`config.mk`:
```
export PLATFORM = sky130hd
export DESIGN_NAME = e203_exu_wbck_arb
export DESIGN_NICKNAME = d
export VERILOG_FILES = /design/src/rtl/e203_exu_wbck_arb.sv
export SDC_FILE = /design/constraint.sdc
export NUM_CORES = 1
export LEC_CHECK = 0
export CORE_ASPECT_RATIO = 0.8
export CORE_MARGIN = 8
export CORE_UTILIZATION = 35
export DETAILED_ROUTE_END_ITERATION = 16
export PLACE_DENSITY = 0.68
export SETUP_SLACK_MARGIN = 0.15
export SLEW_MARGIN = 20
export SYNTH_ARGS = -nofsm -noshare
export SYNTH_HDL_FRONTEND = slang
export SYNTH_SLANG_ARGS = --single-unit
```
`constraint.sdc`:
```
create_clock -name clk -period 2.85 [get_ports clk]
set_clock_uncertainty 0.1 [all_clocks]
set_input_delay 0.285 -clock clk [delete_from_list [all_inputs] [get_ports clk]]
set_output_delay 0.285 -clock clk [all_outputs]
set_load 0.01 [all_outputs]
```
`src/rtl/e203_exu_wbck_arb.sv`:
```
// e203_exu_wbck_arb
// Write-back arbiter in front of the GPR file's single write port.
// Single-cycle ALU results go straight through. Long-pipe (LSU/MulDiv) results
// are queued in a small FIFO. The FIFO drains when the ALU is idle, or
// unconditionally when the FIFO is full.
//
// Optional feature macro: E203_WBCK_ARB_BYPASS_EN
//   When defined, a long-pipe result that arrives while the FIFO is empty and
//   the ALU is idle is written in the same cycle instead of being queued.
//
// Ports:
//   clk, rst                    clock, synchronous active-high reset
//   alu_wbck_i_*                ALU result handshake (valid/ready, wdat, rdidx)
//   longp_wbck_i_*              long-pipe result handshake (valid/ready, wdat, rdidx)
//   rf_wbck_o_ena/wdat/rdidx    register-file write port
//   longp_fifo_cnt              current long-pipe FIFO occupancy
module e203_exu_wbck_arb #(
    parameter int unsigned XLEN     = 32,
    parameter int unsigned RFIDX_W  = 5,
    parameter int unsigned LP_DEPTH = 4
) (
    input  logic                       clk,
    input  logic                       rst,

    input  logic                       alu_wbck_i_valid,
    output logic                       alu_wbck_i_ready,
    input  logic [XLEN-1:0]            alu_wbck_i_wdat,
    input  logic [RFIDX_W-1:0]         alu_wbck_i_rdidx,

    input  logic                       longp_wbck_i_valid,
    output logic                       longp_wbck_i_ready,
    input  logic [XLEN-1:0]            longp_wbck_i_wdat,
    input  logic [RFIDX_W-1:0]         longp_wbck_i_rdidx,

    output logic                       rf_wbck_o_ena,
    output logic [XLEN-1:0]            rf_wbck_o_wdat,
    output logic [RFIDX_W-1:0]         rf_wbck_o_rdidx,

    output logic [$clog2(LP_DEPTH):0]  longp_fifo_cnt
);

    localparam int unsigned PTR_W = $clog2(LP_DEPTH);
    localparam int unsigned CNT_W = PTR_W + 1;

    // FIFO storage and bookkeeping
    logic [XLEN-1:0]    fifo_wdat  [LP_DEPTH];
    logic [RFIDX_W-1:0] fifo_rdidx [LP_DEPTH];
    logic [PTR_W-1:0]   wptr;
    logic [PTR_W-1:0]   rptr;
    logic [CNT_W-1:0]   cnt;

    logic fifo_full;
    logic fifo_empty;
    logic sel_fifo;
    logic sel_alu;
    logic bypass_take;
    logic push;
    logic pop;
    logic sel_valid;

    assign fifo_full  = (cnt == CNT_W'(LP_DEPTH));
    assign fifo_empty = (cnt == '0);

    // FIFO head wins when ALU is idle, or always when the FIFO is full
    assign sel_fifo = ~rst & ~fifo_empty & (~alu_wbck_i_valid | fifo_full);
    assign sel_alu  = ~rst & alu_wbck_i_valid & ~sel_fifo;

`ifdef E203_WBCK_ARB_BYPASS_EN
    // Empty FIFO and idle ALU: write the long-pipe result directly
    assign bypass_take = ~rst & fifo_empty & ~alu_wbck_i_valid & longp_wbck_i_valid;
`else
    assign bypass_take = 1'b0;
`endif

    // Ready does not account for a same-cycle pop, so a full FIFO never accepts
    assign alu_wbck_i_ready   = ~rst & ~sel_fifo;
    assign longp_wbck_i_ready = ~rst & ~fifo_full;

    assign push = longp_wbck_i_valid & longp_wbck_i_ready & ~bypass_take;
    assign pop  = sel_fifo;

    // Write-port source mux; sources are mutually exclusive by construction
    always_comb begin
        sel_valid       = 1'b0;
        rf_wbck_o_wdat  = '0;
        rf_wbck_o_rdidx = '0;
        if (sel_fifo) begin
            sel_valid       = 1'b1;
            rf_wbck_o_wdat  = fifo_wdat[rptr];
            rf_wbck_o_rdidx = fifo_rdidx[rptr];
        end else if (sel_alu) begin
            sel_valid       = 1'b1;
            rf_wbck_o_wdat  = alu_wbck_i_wdat;
            rf_wbck_o_rdidx = alu_wbck_i_rdidx;
        end else if (bypass_take) begin
            sel_valid       = 1'b1;
            rf_wbck_o_wdat  = longp_wbck_i_wdat;
            rf_wbck_o_rdidx = longp_wbck_i_rdidx;
        end
    end

    // x0 writes complete their handshake but never reach the register file
    assign rf_wbck_o_ena = sel_valid & (rf_wbck_o_rdidx != '0);

    // Entry storage; contents are qualified by cnt, so no reset needed
    always_ff @(posedge clk) begin
        if (push) begin
            fifo_wdat[wptr]  <= longp_wbck_i_wdat;
            fifo_rdidx[wptr] <= longp_wbck_i_rdidx;
        end
    end

    // Pointers wrap naturally since LP_DEPTH is a power of two
    always_ff @(posedge clk) begin
        if (rst) begin
            wptr <= '0;
            rptr <= '0;
            cnt  <= '0;
        end else begin
            if (push) begin
                wptr <= wptr + PTR_W'(1);
            end
            if (pop) begin
                rptr <= rptr + PTR_W'(1);
            end
            case ({push, pop})
                2'b10:   cnt <= cnt + CNT_W'(1);
                2'b01:   cnt <= cnt - CNT_W'(1);
                default: cnt <= cnt;
            endcase
        end
    end

    assign longp_fifo_cnt = cnt;

endmodule

```
==> metrics.cfg <==
[run_status]
outcome = finished clean

[logic_synthesis]
synthesis.nets = 382
avgSynthCellArea_um2 = 20.86
number_of_synthesized_register_bits = 157
syn-cell-area_um2 = 6216
synth_async_sr_flop_share = 0
synth-edff-count = 148
ys_seq_share = 0.7440
synth_cell_types = 29
synth_warnings = 0
synthesized_instance_count = 298
most_common_reg_cell = edfxtp_1
ys_area_um2 = 6216
ys_cells = 298

[flow_run]
log.warning_count = 29
maxCapViolations = 0

[timing]
setup_tns_ns = 0
rsz0062_at_grt = no
timing.final.crit_period_ns = 2.578
worst_slew_margin_rel = 0.6597
finalHoldViolations = 0
max_clock_freq_mhz = 387.9
worst_margin_pin_slew_ns = 0.5105
slew_violations = 0
post-route-period-util = 0.9046

[power_and_ir_drop]
cellLeakagePower_nw = 2.922
pwr_density_cell_nw_per_um2 = 775.0
maximum_ir_drop_on_the_vdd_rail_uv = 410.4

[floorplanning]
std_cell_rows = 43
die-height_um = 135.2
ios = 121
initial_utilization = 0.3577
die-width_um = 165.0
design.die.area_um2 = 22310

[grt]
gr-total-overflow = 0
grt_start_max_net_pins = 37
first_global_vias = 3716
track_usage = 0.1274
wire_length_of_the_first_global_routing_pass_mm = 21.02

[clock_tree]
cts_root_buf = clkbuf_16
cts_htree_levels = 4
cts.reportedPaths.clkPinSlew_ns = 0.06
cts_buffer_depth = 2
clock-sinks = 157

[layout]
post_route_core_utilization = 0.4869
layout-drive-gt1-share = 0.2168
final_layout_net_count = 525
layout-area-overhead-vs-synth_pct = 36.11
n_antenna_cell = 0
final_cell_mix = 148 x edfxtp_1, 85 x clkdlybuf4s50_1, 37 x mux4_2

[worst_setup_path]
critical_path.endpoint_type = output pin
timing.setup.critical_path_class = flop to output pin
cp.buffers_inverters = 3
slowest_stage = mux4_2
worstPathArrival_ns = 2.19
biggest_fanout_along_the_worst_timing_path = 13
cp_slowest_stage_delay_ns = 0.55
critical_path.cell_chain = buf_4, buf_8, mux4_2, a22o_1, dlygate4sd2_1
critical_path_start_type = flop
timing.critical_path.required_ns = 2.47

[min_path]
worstHoldPathType = input pin to flop

[routing]
first_iter_violations = 153
routed_wirelength_mm = 13.68
drtPass1Iterations = 6
ant_nets = 0
detail_route.vias_per_cell = 5.049
dr_vias = 3418
avg_wl_per_cell_um = 20.21

[place]
port_buffers = 120

final cells by class:
type                       instances  area, um2
clock buffer                      19      432.9
clock inverter                    11      145.1
fill                            1455       8917
inverter                           6      22.52
multi-input combinational        118       1499
sequential                       157       4633
tap                              225      281.5
timing repair buffer             141       1446
cells by family after synthesis:
family,count (synthesis),share of synthesized area
adder cells (fa/ha/maj),6,0.01329
flip-flops,157,0.7440
buffers and inverters,23,0.01771
XOR/XNOR,5,0.007045
AND-OR/OR-AND,46,0.06099
AND/OR/NAND/NOR,23,0.02113
multiplexers,38,0.1359
state kept, by name, indices dropped and copies added (netlist names), named ones only:
signal,count
fifo_rdidx,20
longp_fifo_cnt,3
wptr,2
rptr,2
fifo_wdat,128
timing repair:
item | 4_1_cts | 5_1_grt
gates resized | 45 | 4
hold endpoints to repair | 0 | 0
cloned | 1 | 0
setup buffers | 2 | 2
setup endpoints to repair | 37 | 4
hold buffers | 0 | 0
cells in the mapped netlist (3+ instances only):
cell,instances,area share
edfxtp_1,148,0.71
mux4_2,37,0.13
a22o_1,36,0.051
buf_2,10,0.0081
dfxtp_1,9,0.029
nor2_1,9,0.0054
inv_1,6,0.0036
and3_1,5,0.0050
clkbuf_1,5,0.0030
ha_1,5,0.010
xor2_1,4,0.0056
a21oi_1,3,0.0024
o21ai_0,3,0.0024
stage by stage:
step	instance area, um2	worst slack [ns]	hold slack [ns]	instances	power [mW]
floorplan	6216	0.3093	0.2839	298	3.662
global placement	7815	0.2015	0.4138	642	4.402
detailed placement	7815	0.1611	0.4276	642	4.428
CTS	8434	0.1520	0.3841	675	6.630
global route	8461	0.1659	0.3960	677	6.854
finish	8461	0.2718	0.4038	677	6.557
path summary, 6_finish.rpt:
kind	depth (start not counted)	to	from
max reg2reg	8	longp_fifo_cnt[2]$_SDFFE_PP0P_	longp_fifo_cnt[1]$_SDFFE_PP0P_
min	1	fifo_wdat[1][8]$_DFFE_PP_	longp_wbck_i_wdat[8]
max	5	rf_wbck_o_wdat[20]	flop
min reg2reg	2	longp_fifo_cnt[2]$_SDFFE_PP0P_	longp_fifo_cnt[2]$_SDFFE_PP0P_
routing by layer:
| layer | global-route usage | vias up | wire length [um] |
|---|---|---|---|
| met5 | 0 | - | 0 |
| met4 | 0.05145 | 0 | 144 |
| met3 | 0.04283 | 18 | 877 |
| met2 | 0.2030 | 102 | 6725 |
| met1 | 0.1572 | 1751 | 5934 |
| li1 | - | 1547 | - |
power breakdown:
part           internal, mW  switching [mW]
clock network          1.36           0.848
logic                 0.875           0.741
registers              2.66          0.0686
total                  4.90            1.66
Logic cells by family:
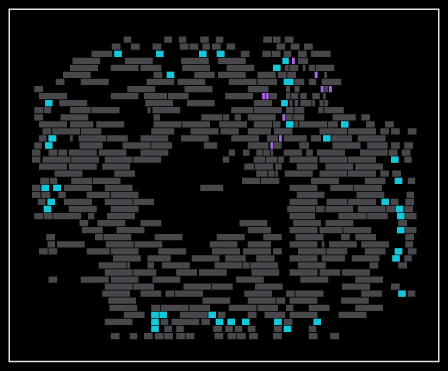
Key: AND-OR and OR-AND gates = cyan [cells 39, most used a22o_1, where spread over the die]; NOR gates = purple [cells 9, most used nor2_1]
final standard cell count with taps included and fillers excluded: 677
logic share of the area: 0.1772
highest-count logic cell in the final layout: edfxtp_1

Clock nets:
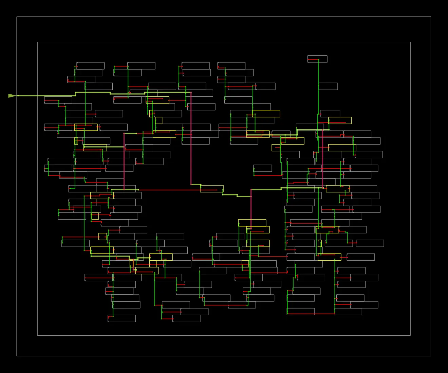
insertion delay to the later sink of the worst-skew pair: 0.41 ns
seq_cells: 157
TritonCTS buffer count: 17
Clock group: 2.21 mW
total of clock buffers placed in the layout: 19

Wire density map:
The die is cut into 33 by 27 equal tiles; white is low, dark blue is high, scaled to the fullest tile. Values are wire area over tile area, all layers added.
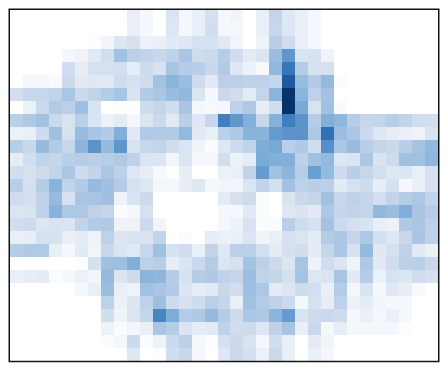
2.4% of the tiles are over half the peak. 24% of the tiles are nearly empty. The fullest tile reaches 0.55. The mean over all tiles is 0.097.

Ports around the boundary:
The bar under the picture is 50 um long. Pins as bars across the die edge, other pins in grey.
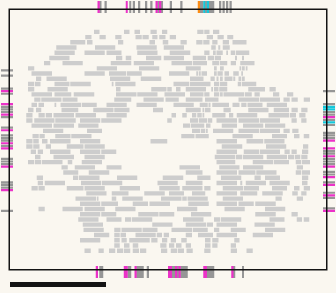
Key: `rf_wbck_o_rdidx` = cyan [pins 5, direction output, edge 3 right, 2 top]; `alu_wbck_i_wdat` = magenta [pins 32, direction input, edge 11 bottom, 9 right, 8 left, 4 top]; `longp_wbck_i_valid` = orange [pins 1, direction input, edge top]
All pins by edge: 33 bottom, 32 right, 28 top, 28 left.

Close-up of the layout:
The bar under the picture is 5 um long. Region (72, 85) to (92, 105) um. Cells in grey, sequential cells in the stronger grey; small squares are vias.
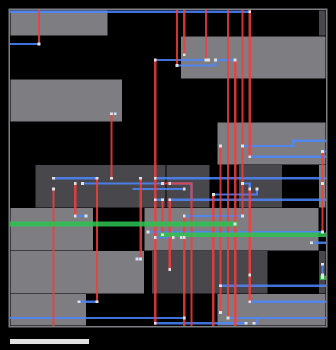
Key: metal 1 = blue; metal 2 = red; metal 3 = green
11 logic cells have their middle in the window. Netlist names of flops here include `fifo_rdidx` (5), `fifo_wdat` (1). Most frequent: edfxtp_1 (6), buf_4 (2). Sequential cells in the window: 7.

Power figures rest on the tool's default switching activity, not on a simulated workload.
